run_1/class_map.png
Scale bar: 20 um.
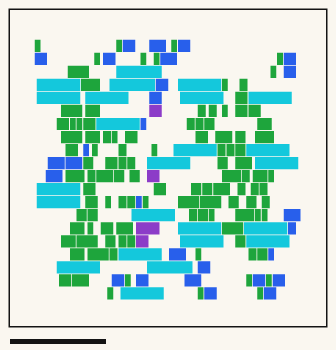
run_1/congestion_map.png
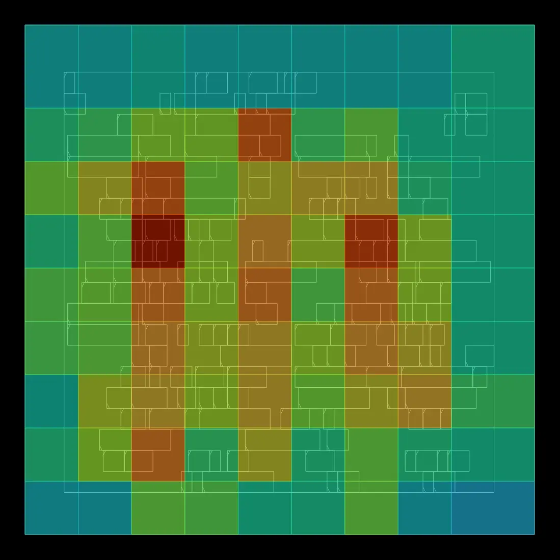
run_1/sizing.png
Scale bar: 20 um.
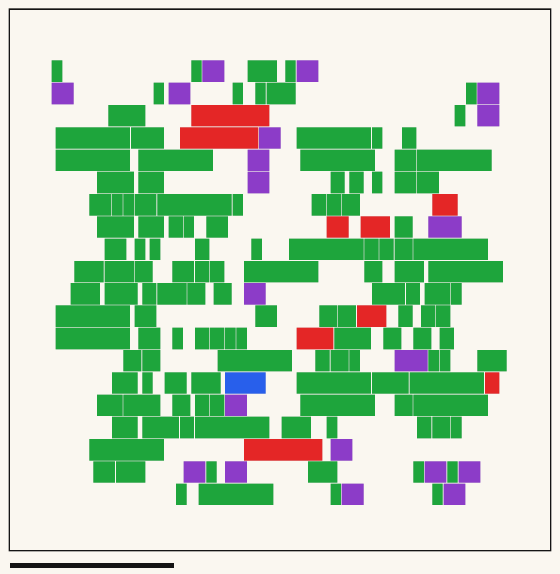
<file path="src/rtl/aref_ctrl.sv">
// SDRAM auto-refresh generator: requests a refresh every REF_INTERVAL clocks after
// init, then issues PRECHARGE-all plus AREF_NUM AUTO_REFRESH commands once granted.
//
// state  | meaning
// IDLE   | waiting for the refresh interval / grant
// PCHA   | PRECHARGE-all issued
// TRP    | precharge recovery, TRP_CLK NOPs
// AREF   | AUTO_REFRESH issued
// TRF    | refresh recovery, TRC_CLK NOPs
// END    | aref_end pulse, bus released
module aref_ctrl #(
  parameter int REF_INTERVAL = 750,
  parameter int TRP_CLK      = 2,
  parameter int TRC_CLK      = 7,
  parameter int AREF_NUM     = 2
) (
  input  logic        sys_clk,
  input  logic        sys_rst,
  input  logic        init_end_flag,
  input  logic        aref_en,
  output logic        aref_req,
  output logic [3:0]  aref_cmd,
  output logic [1:0]  aref_ba,
  output logic [11:0] aref_addr,
  output logic        aref_end
);

  localparam int REF_W = $clog2(REF_INTERVAL);
  localparam int CLK_W = $clog2(((TRP_CLK > TRC_CLK) ? TRP_CLK : TRC_CLK) + 1);

  localparam logic [REF_W-1:0] REF_LAST  = REF_W'(REF_INTERVAL - 1);
  localparam logic [CLK_W-1:0] TRP_LAST  = CLK_W'(TRP_CLK - 1);
  localparam logic [CLK_W-1:0] TRC_LAST  = CLK_W'(TRC_CLK - 1);
  localparam logic [2:0]       AREF_LAST = 3'(AREF_NUM);

  localparam logic [3:0] CMD_NOP  = 4'b0111;
  localparam logic [3:0] CMD_PCHA = 4'b0010;
  localparam logic [3:0] CMD_AREF = 4'b0001;

  typedef enum logic [2:0] {
    S_IDLE = 3'd0,
    S_PCHA = 3'd1,
    S_TRP  = 3'd2,
    S_AREF = 3'd3,
    S_TRF  = 3'd4,
    S_END  = 3'd5
  } state_t;

  state_t           state_q, state_d;
  logic [REF_W-1:0] cnt_ref_q, cnt_ref_d;
  logic [CLK_W-1:0] cnt_clk_q, cnt_clk_d;
  logic [2:0]       aref_cnt_q, aref_cnt_d;
  logic             req_q, req_d;
  logic             end_q, end_d;
  logic [3:0]       cmd_q, cmd_d;
  logic [1:0]       ba_q, ba_d;
  logic [11:0]      addr_q, addr_d;
  logic             grant;

  always_ff @(posedge sys_clk or negedge sys_rst) begin
    if (!sys_rst) begin
      state_q    <= S_IDLE;
      cnt_ref_q  <= '0;
      cnt_clk_q  <= '0;
      aref_cnt_q <= '0;
      req_q      <= 1'b0;
      end_q      <= 1'b0;
      cmd_q      <= CMD_NOP;
      ba_q       <= 2'b11;
      addr_q     <= 12'h400;
    end else begin
      state_q    <= state_d;
      cnt_ref_q  <= cnt_ref_d;
      cnt_clk_q  <= cnt_clk_d;
      aref_cnt_q <= aref_cnt_d;
      req_q      <= req_d;
      end_q      <= end_d;
      cmd_q      <= cmd_d;
      ba_q       <= ba_d;
      addr_q     <= addr_d;
    end
  end

  always_comb begin
    grant      = (state_q == S_IDLE) && req_q && aref_en;
    state_d    = state_q;
    cnt_ref_d  = cnt_ref_q;
    cnt_clk_d  = '0;
    aref_cnt_d = aref_cnt_q;
    req_d      = req_q;
    end_d      = 1'b0;
    cmd_d      = CMD_NOP;
    ba_d       = 2'b11;
    addr_d     = 12'h400;

    case (state_q)
      S_IDLE:  if (grant) state_d = S_PCHA;
      S_PCHA:  state_d = S_TRP;
      S_TRP:   if (cnt_clk_q == TRP_LAST) state_d = S_AREF;
      S_AREF:  state_d = S_TRF;
      S_TRF:   if (cnt_clk_q == TRC_LAST)
                 state_d = (aref_cnt_q == AREF_LAST) ? S_END : S_AREF;
      S_END:   state_d = S_IDLE;
      default: state_d = S_IDLE;
    endcase

    if (state_d == state_q) cnt_clk_d = cnt_clk_q + 1'b1;

    if (state_q == S_IDLE)      aref_cnt_d = '0;
    else if (state_q == S_AREF) aref_cnt_d = aref_cnt_q + 1'b1;

    // Interval runs grant-to-request; saturating keeps a pending request single.
    if (!init_end_flag || grant)   cnt_ref_d = '0;
    else if (cnt_ref_q != REF_LAST) cnt_ref_d = cnt_ref_q + 1'b1;

    if (grant)                       req_d = 1'b0;
    else if (cnt_ref_q == REF_LAST)  req_d = 1'b1;

    // Outputs are registered from the next state so commands line up with the state.
    case (state_d)
      S_PCHA:  cmd_d = CMD_PCHA;
      S_AREF:  cmd_d = CMD_AREF;
      default: cmd_d = CMD_NOP;
    endcase
    end_d = (state_d == S_END);
  end

  assign aref_req  = req_q;
  assign aref_cmd  = cmd_q;
  assign aref_ba   = ba_q;
  assign aref_addr = addr_q;
  assign aref_end  = end_q;

endmodule
</file>
<file path="config.mk">
export PLATFORM = sky130hd
export DESIGN_NAME = aref_ctrl
export DESIGN_NICKNAME = d
export VERILOG_FILES = /design/src/rtl/aref_ctrl.sv
export SDC_FILE = /design/constraint.sdc
export NUM_CORES = 1
export LEC_CHECK = 0
export CORE_MARGIN = 5
export CORE_UTILIZATION = 45
export CTS_CLUSTER_SIZE = 24
export DETAILED_ROUTE_END_ITERATION = 7
export GPL_TIMING_DRIVEN = 0
export PLACE_DENSITY = 0.69
export RECOVER_POWER = 100
export SLEW_MARGIN = 20
export SYNTH_ARGS = -nofsm -noshare
export SYNTH_HDL_FRONTEND = slang
export SYNTH_SLANG_ARGS = --single-unit
</file>
<file path="constraint.sdc">
create_clock -name sys_clk -period 2.7 [get_ports sys_clk]
set_clock_uncertainty 0.15 [all_clocks]
set_input_delay 0.27 -clock sys_clk [delete_from_list [all_inputs] [get_ports sys_clk]]
set_output_delay 0.27 -clock sys_clk [all_outputs]
set_load 0.01 [all_outputs]
</file>
==> notes.md, run 1 <==
Results of the run.

STA lists the maximum fanout along the critical path as 10. The tool warning count for the run is 30. The post-synthesis instance area is 1410 um^2. The design has 24 sequential cells.

The number of resized instances in the post-cts repair step is 0. Setup repair after global routing left no endpoint under its margin. Once the floorplan was initialized, standard cells occupied 46.5% of the core. The yosys warning tally is 0.

Once routing completed, OpenROAD measured the worst setup slack at 625 ps. The library cell used most frequently in the layout, excluding fill and tap cells, is sky130_fd_sc_hd__dfrtp_1. The peak per-stage delay on the critical path is 720 ps. The clock root buffer is sky130_fd_sc_hd__clkbuf_4. Of all the cell area in the finished design, non-clock buffers hold 13.1%. The first global-routing pass estimated 4490 um of wire.

The class of the worst hold path is register to register. Traced cell by cell, the critical path runs through clkbuf_1 > nand4bb_1 > o21ai_1 > nor3_1. The cell-mix breakdown from Yosys lists the adder-cell area share as around 6.2%. The layout clock buffer count is 4. The critical path data arrival time is 2090 ps. Per report_power, the clock group accounts for 17.8% of the total. The maximum number of pins on one net before global-route repair is 25.

The final tally of max-slew violations is 0. Detailed placement finished with a half-perimeter wire length of 2040 um. Per the detail_route report, DRC violations left total 0.

The global-route usage over all layers is a little over an eighth. The flow ran to the end, and the final reports show no timing, DRC or antenna violations. The global route stage reports its total congestion overflow as 0.

The post-synthesis share of cell area spent on xor and xnor gates is 0.622%. The floorplan report lists the tap cell count as roughly 44. The number of cells reported by Yosys stat comes to 140. By instance count after routing, the leading logic cell types are 21 x sky130_fd_sc_hd__dfrtp_1, 15 x sky130_fd_sc_hd__buf_4, 15 x sky130_fd_sc_hd__conb_1. The multi-input gate area in the final layout is about 700 um^2.
About class_map.png:
| class | colour | cells |
|---|---|---|
| remaining logic cells | green | 110 |
| registers | cyan | 24 |
| remaining buffers and delay cells | blue | 28 |
| clock drivers and dummy loads | purple | 4 |
fraction of standard cell area that is sequential: 37.2%
post-layout util: 53.7%
number of cell rows: 20
Design Area, Final: 1630 um^2
Core Box Area: 3030 um^2

About congestion_map.png:
Global Route met2 Usage: 24.8%
final routed wire length divided by cell count: 12.7 um
most used routing layer in global routing: met2
GR Util met3: 2.72%
met1 track utilization from global routing: 14.6%

About sizing.png:
| size | colour | cells | most used |
|---|---|---|---|
| x6 and larger | blue | 1 | clkbuf_8 |
| x2 | red | 9 | dfstp_2 |
| x1 and smaller | green | 136 | dfrtp_1 |
| x3 and x4 | purple | 20 | buf_4 |

run 1: per-layer routing:
metal / up-vias / share of wire [%] / routed length [um]
met5: - / 0 / 0
met4: 0 / 0.56 / 15
met3: 2 / 2.5 / 68
met2: 12 / 55 / 1470
met1: 506 / 42 / 1120
li1: 530 / - / -
run 1: critical path, delay by kind of cell, from the launching register on:
family / cells / cell delay [ps]
flops: 1 / 380
simple gates: 2 / 470
buf+inv: 1 / 210
compound gates: 1 / 720
run 1: power groups by stage:
stage                     Clock, mW  Combinational [mW]  Sequential (mW)
after floorplan                   0               0.268            0.483
final                         0.185               0.374            0.478
after detailed placement          0               0.386            0.484
after global routing          0.215               0.416            0.488
after global placement            0               0.367            0.483
after CTS                     0.194               0.388            0.477
run 1: sequential cells by signal (all words and copies together) (netlist names):
register    cells
cnt_clk_q       3
cnt_ref_q      10
aref_req        1
aref_cnt_q      3
aref_end        1
state_q         3
aref_cmd        3
run 1: kinds of logic (layout without fill, tap and decap cells):
| family | count (synthesis) | after routing |
|---|---|---|
| and+or+nand+nor | 39 | 39 |
| DFF | 24 | 24 |
| buffers and inverters | 27 | 40 |
| muxes | 2 | 2 |
| AOI/OAI and AO/OA | 38 | 38 |
| other | 2 | 15 |
| xor gates and xnor gates | 1 | 1 |
| adders and majority gates | 7 | 7 |
run 1: per-stage QoR:
stage / std cells / util (%)
after floorplan: 153 / -
after CTS: 209 / 53.8
after detailed placement: 205 / 52.6
after global placement: 205 / 52.6
final: 210 / 53.7
after global routing: 210 / 53.7
run_1/ff_map.png
Scale bar: 20 um. Other sequential cells in the stronger grey, the rest of the logic in the fainter grey.
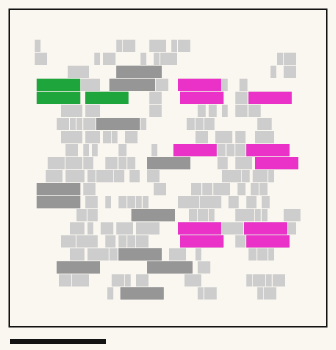

==> run 2, diff against run 1 <==
==> constraint.sdc (replaced) <==
create_clock -name sys_clk -period 2.1 [get_ports sys_clk]
set_clock_uncertainty 0.15 [all_clocks]
set_input_delay 0.21 -clock sys_clk [delete_from_list [all_inputs] [get_ports sys_clk]]
set_output_delay 0.21 -clock sys_clk [all_outputs]
set_load 0.01 [all_outputs]
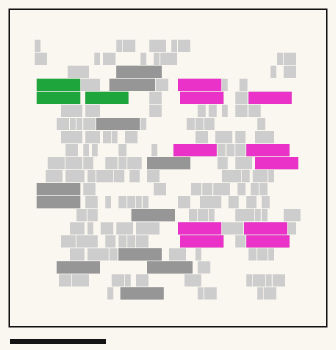
run_2/ff_map.png
Scale bar: 20 um. Other sequential cells in the stronger grey, the rest of the logic in the fainter grey.
| signal | colour | placed flops |
|---|---|---|
| `cnt_ref_q` | magenta | 10 |
| `cnt_clk_q` | green | 3 |
not coloured: 11

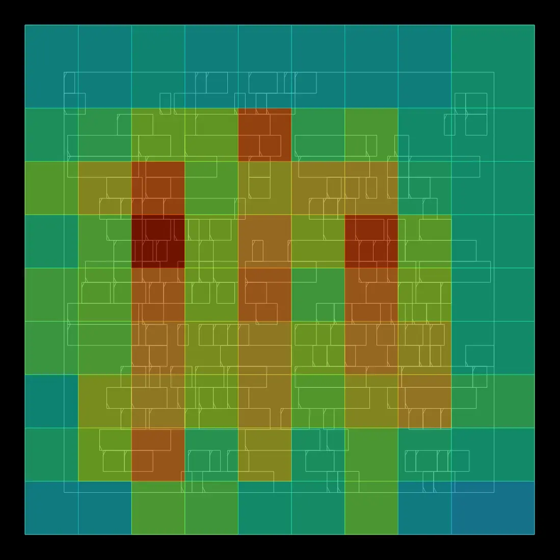
run_2/congestion_map.png
Overall Global Routing Usage: 13.3%
final routed wire length divided by cell count: 12.7 um
post-layout util: 53.6%

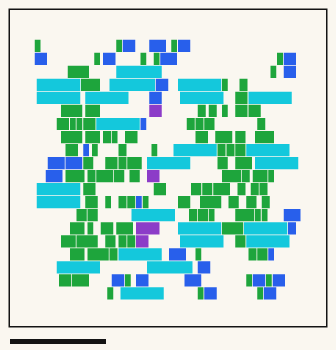
run_2/class_map.png
Scale bar: 20 um.
| class | colour | cells |
|---|---|---|
| remaining logic cells | green | 110 |
| registers | cyan | 24 |
| clock drivers and dummy loads | purple | 4 |
| remaining buffers and delay cells | blue | 28 |

==> run 2 against run 1 <==
  * Routed wire length shrank 0.11%
  * Combinational power up 28%
  * Register-to-register slack worse by 300 ps
  * Sequential power is 28% higher
  * Global-route usage stayed put
  * Cell count is the same
  * Count of clock-buffer cells in the layout did not move
  * Final area is 0.31% lower
  * Worst setup slack lost 320 ps
  * Synthesized cell count unchanged
  * Core utilization decreased by 0.17 points
  * Clock power increased by 29%
  * Largest cell class unchanged
  * Highest routed layer unchanged
==> notes.md, run 2 <==
Results of the run.

The element type at the critical path start is a register. Counting the warning lines in the Yosys log gives 0. Per the post-route antenna check, the number of violating nets is 0. The critical path data arrival time is 1440 ps.

The number of buffers and inverters on the critical path is 1. Per STA, the worst path accumulates the most delay in the family buffers and inverters. The final tally of max-slew violations is 0.

The number of logged tool warnings is 30. Gates resized during post-CTS repair numbered 0. The worst hold path belongs to the class register to register. The met3 routing resource usage after global routing is 2.72%. In this design, the stage delay of the slowest critical-path cell is 590 ps. The largest register by flop count is cnt_ref_q.

The most common cell in the synthesized netlist is sky130_fd_sc_hd__dfrtp_1. At the floorplan stage, the core utilization is reported as 46.5%. The highest metal layer with signal wires is met4. The HPWL reported at the end of detailed placement is 2040 um.

The number of cells in the finished layout apart from fillers is 210. The maximum number of pins on one net before global-route repair is 25. Listed in order, past its start point the critical path passes dlygate4sd3_1.

sky130_fd_sc_hd__dfrtp_1 takes more of the synthesized area than any other cell. The clock period minus worst slack is 1800 ps. Counting flops with a built-in enable in the synthesized netlist gives 0. The wire length on met1 is 1110 um.

The cell total after placement is 205. The most common library cell in the layout ignoring fill and taps is sky130_fd_sc_hd__dfrtp_1. The placeable core area is 3030 um^2. Setup repair after global routing left no endpoint under its margin. The total non-filler cell area in the finished layout is 1620 um^2. Detailed routing placed a total of roughly 1500 um of wire on met2. Dividing the final minimum period by the clock period gives between 80 and 90%. In the layout the commonest cells are 21 x sky130_fd_sc_hd__dfrtp_1, 15 x sky130_fd_sc_hd__buf_4, 15 x sky130_fd_sc_hd__conb_1.

Global routing consumed, on the met2 layer, 24.8% of the routing resources. The area fraction in full adders, half adders and majority gates is 6.22%. The script parses the final routing iteration and logs DRC violations as 0. The run finished with clean final reports.

Routing resource usage on met1 recorded by global route was 14.6%. The first global-routing pass estimated 4490 um of wire. The remaining global-route overflow is 0. The number of cell instances after yosys synthesis is 140. The instance count on the critical path is 1.

Once synthesis finished, the tally of register bits stood at 24. According to the floorplan log, the row count is 20. The mapped netlist covers between 1000 and 1500 um^2. Summing the areas of all xor and xnor instances in the mapped netlist gives 0.622% of the synthesized area. The detailed router reports a met3 wire length of 68 um.
[run 2: cell counts after synthesis]
No cell type changed its count.
[run 2: worst max-delay path by stage]
stage | from | to | slack [ps]
after floorplan | cnt_ref_q[1] | cnt_ref_q[1] | 560
after global placement | aref_en | cnt_ref_q[2] | 370
after detailed placement | aref_en | cnt_ref_q[3] | 320
after CTS | state_q[1] | cnt_ref_q[3] | 330
after global routing | sys_rst | cnt_ref_q[1] | 170
final | aref_cmd[1] | aref_cmd[1] | 300
[run 2: stage by stage]
stage	setup slack [ps]	hold WS, ps	power [mW]
finish	303	371	1.33
global route	174	407	1.44
CTS	327	344	1.36
detailed placement	315	347	1.12
global placement	370	328	1.09
floorplan	564	-236	0.966
[run 2: cells by family after synthesis]
logic type                 after synthesis
AOI/OAI and AO/OA                       38
xor gates and xnor gates                 1
adders and majority gates                7
buffers and inverters                   27
DFF                                     24
muxes                                    2
other                                    2
and+or+nand+nor                         39
[run 2: worst reg2reg max path, cell delays in order (launching register included)]
cell	delay, ps
sky130_fd_sc_hd__dfrtp_1	380
sky130_fd_sc_hd__clkbuf_1	210
sky130_fd_sc_hd__nand4bb_1	340
sky130_fd_sc_hd__o21ai_2	440
sky130_fd_sc_hd__nor3_1	130
[run 2: layout make-up]
class | count | share of cell area [%]
flip-flops and latches | 24 | 37.3
repair buffers | 9 | 5.17
well taps | 44 | 3.40
multi-input cells | 102 | 42.1
plain buffers | 19 | 7.95
inverters | 8 | 1.85
clock buffers | 4 | 2.24
[run 2: power by group]
group,switching [mW],internal (mW),leakage [nW]
combinational,0.268,0.210,0.386
sequential,0.0628,0.552,0.314
clock,0.132,0.106,0.0210
total,0.463,0.867,0.721
==> run 3, diff against run 2 <==
--- a/config.mk
+++ b/config.mk
@@ -7,7 +7,6 @@
 export LEC_CHECK = 0
 export CORE_MARGIN = 5
 export CORE_UTILIZATION = 45
-export CTS_CLUSTER_SIZE = 24
 export DETAILED_ROUTE_END_ITERATION = 7
 export GPL_TIMING_DRIVEN = 0
 export PLACE_DENSITY = 0.69
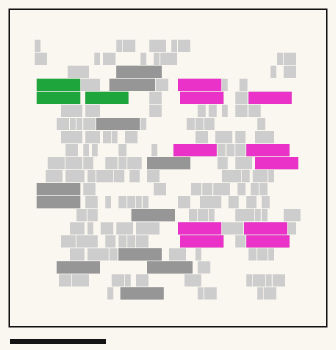
run_3/ff_map.png
Scale bar: 20 um. Other sequential cells in the stronger grey, the rest of the logic in the fainter grey.
| signal | colour | placed flops |
|---|---|---|
| `cnt_ref_q` | magenta | 10 |
| `cnt_clk_q` | green | 3 |

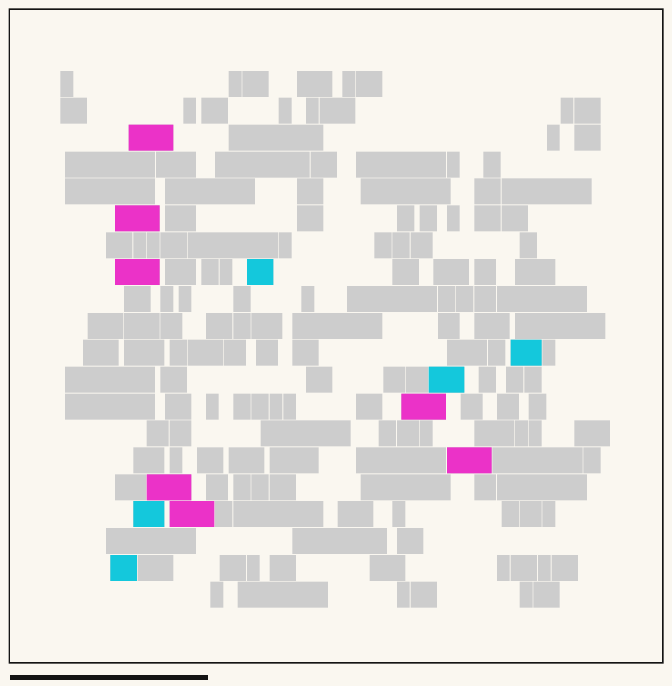
run_3/gates.png
Scale bar: 20 um.
| family | colour | cells |
|---|---|---|
| non-inverting ao/oa cells | cyan | 5 |
| fa/ha/maj cells | magenta | 7 |
number of cells in the finished layout apart from fillers: 210
logic gate fraction of the total cell area: 42.1%

==> run 3 against run 2 <==
  * Routed wire length stayed put
  * Power stayed put
  * Sequential power is essentially flat
  * Worst setup slack unchanged
  * Final area unchanged
  * Combinational power is essentially flat
  * Core utilization unchanged
  * First-iteration DRC count unchanged
  * Maximum frequency is the same
  * Die size unchanged
  * Non-clock buffer count did not move
  * Clock power about the same
==> notes.md, run 3 <==
Results of the run.

The run finished with clean final reports. Recorded from the global router log, the overflow total was 0. The clock root buffer is sky130_fd_sc_hd__clkbuf_4.

The register with the most flip-flops in the layout has 10 of them. The highest metal layer with signal wires is met4. The tool warning count for the run is 30. Per the cell usage report, the commonest logic cells after layout are 21 x sky130_fd_sc_hd__dfrtp_1, 15 x sky130_fd_sc_hd__buf_4, 15 x sky130_fd_sc_hd__conb_1.

Once detailed placement completed, the half-perimeter wirelength came to roughly 2000 um. The number of cell instances after yosys synthesis is 140. The met2 track utilization from global routing is about a quarter. Once the clock tree was built, the resizer swapped 0 gates to a different size. The detailed router reports a met3 wire length of about 68 um. The worst path needs 1800 ps of the cycle, external delays included. The script logs the mean routed wire length per placed instance as 12.7 um. The worst hold margin is 371 ps. The most common cell in the netlist is sky130_fd_sc_hd__dfrtp_1. The setup slack after layout is 303 ps. The timing report notes that buffer and inverter cells on the critical path total 1. The fraction of the cycle the final worst path needs is 85.6%. The most congested layer reported by global routing is met2. Before any placement, the netlist area is recorded as 1410 um^2. The global routing report lists combined usage of all routing layers as 13.3%.
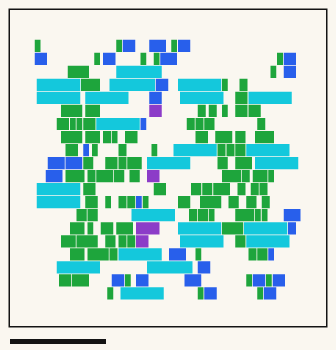
run_3/class_map.png
Scale bar: 20 um.
fraction of standard cell area that is sequential: 37.3%
Design Area, Final: 1620 um^2

run 3: cell counts after synthesis:
Identical to the previous run, type by type.
run 3: cells by family (layout without fill, tap and decap cells):
logic type,after synthesis,count (layout),synth area share (%)
and+or+nand+nor,39,39,18.6
AOI/OAI and AO/OA,38,38,18.3
buffers and inverters,27,40,11.5
DFF,24,24,42.9
adders and majority gates,7,7,6.22
other,2,15,0.533
muxes,2,2,1.42
xor gates and xnor gates,1,1,0.622
run 3: final cells by class:
cell class,count,share of cell area (%)
plain buffers,19,7.95
clock buffers,4,2.24
inverters,8,1.85
multi-input cells,102,42.1
flip-flops and latches,24,37.3
well taps,44,3.40
repair buffers,9,5.17
run 3: path summary, 6_finish.rpt:
check / startpoint / end / slack, ps / depth (start not counted)
max: aref_cmd[1] / aref_cmd[1] / 300 / 1
min: cnt_clk_q[0] / cnt_clk_q[0] / 370 / 1
max reg2reg: state_q[1] / cnt_ref_q[3] / 330 / 4
min reg2reg: cnt_clk_q[0] / cnt_clk_q[0] / 370 / 1
max in group asynchronous: sys_rst / aref_cnt_q[0] / 500 / 2
min in group asynchronous: sys_rst / cnt_ref_q[9] / 550 / 2
run 3: power breakdown:
| group | internal [mW] | switching (mW) | leakage [nW] |
|---|---|---|---|
| clock network | 0.106 | 0.132 | 0.0210 |
| registers | 0.552 | 0.0628 | 0.314 |
| logic | 0.210 | 0.268 | 0.386 |
| total | 0.867 | 0.463 | 0.721 |
run 3: through the flow:
stage | utilization (%) | total power, mW
4_1_cts | 53.8 | 1.36
6_report | 53.6 | 1.33
3_5_place_dp | 52.6 | 1.12
5_1_grt | 53.6 | 1.44
3_3_place_gp | 52.6 | 1.09
2_1_floorplan | - | 0.966
Power and IR drop assume default switching activity.
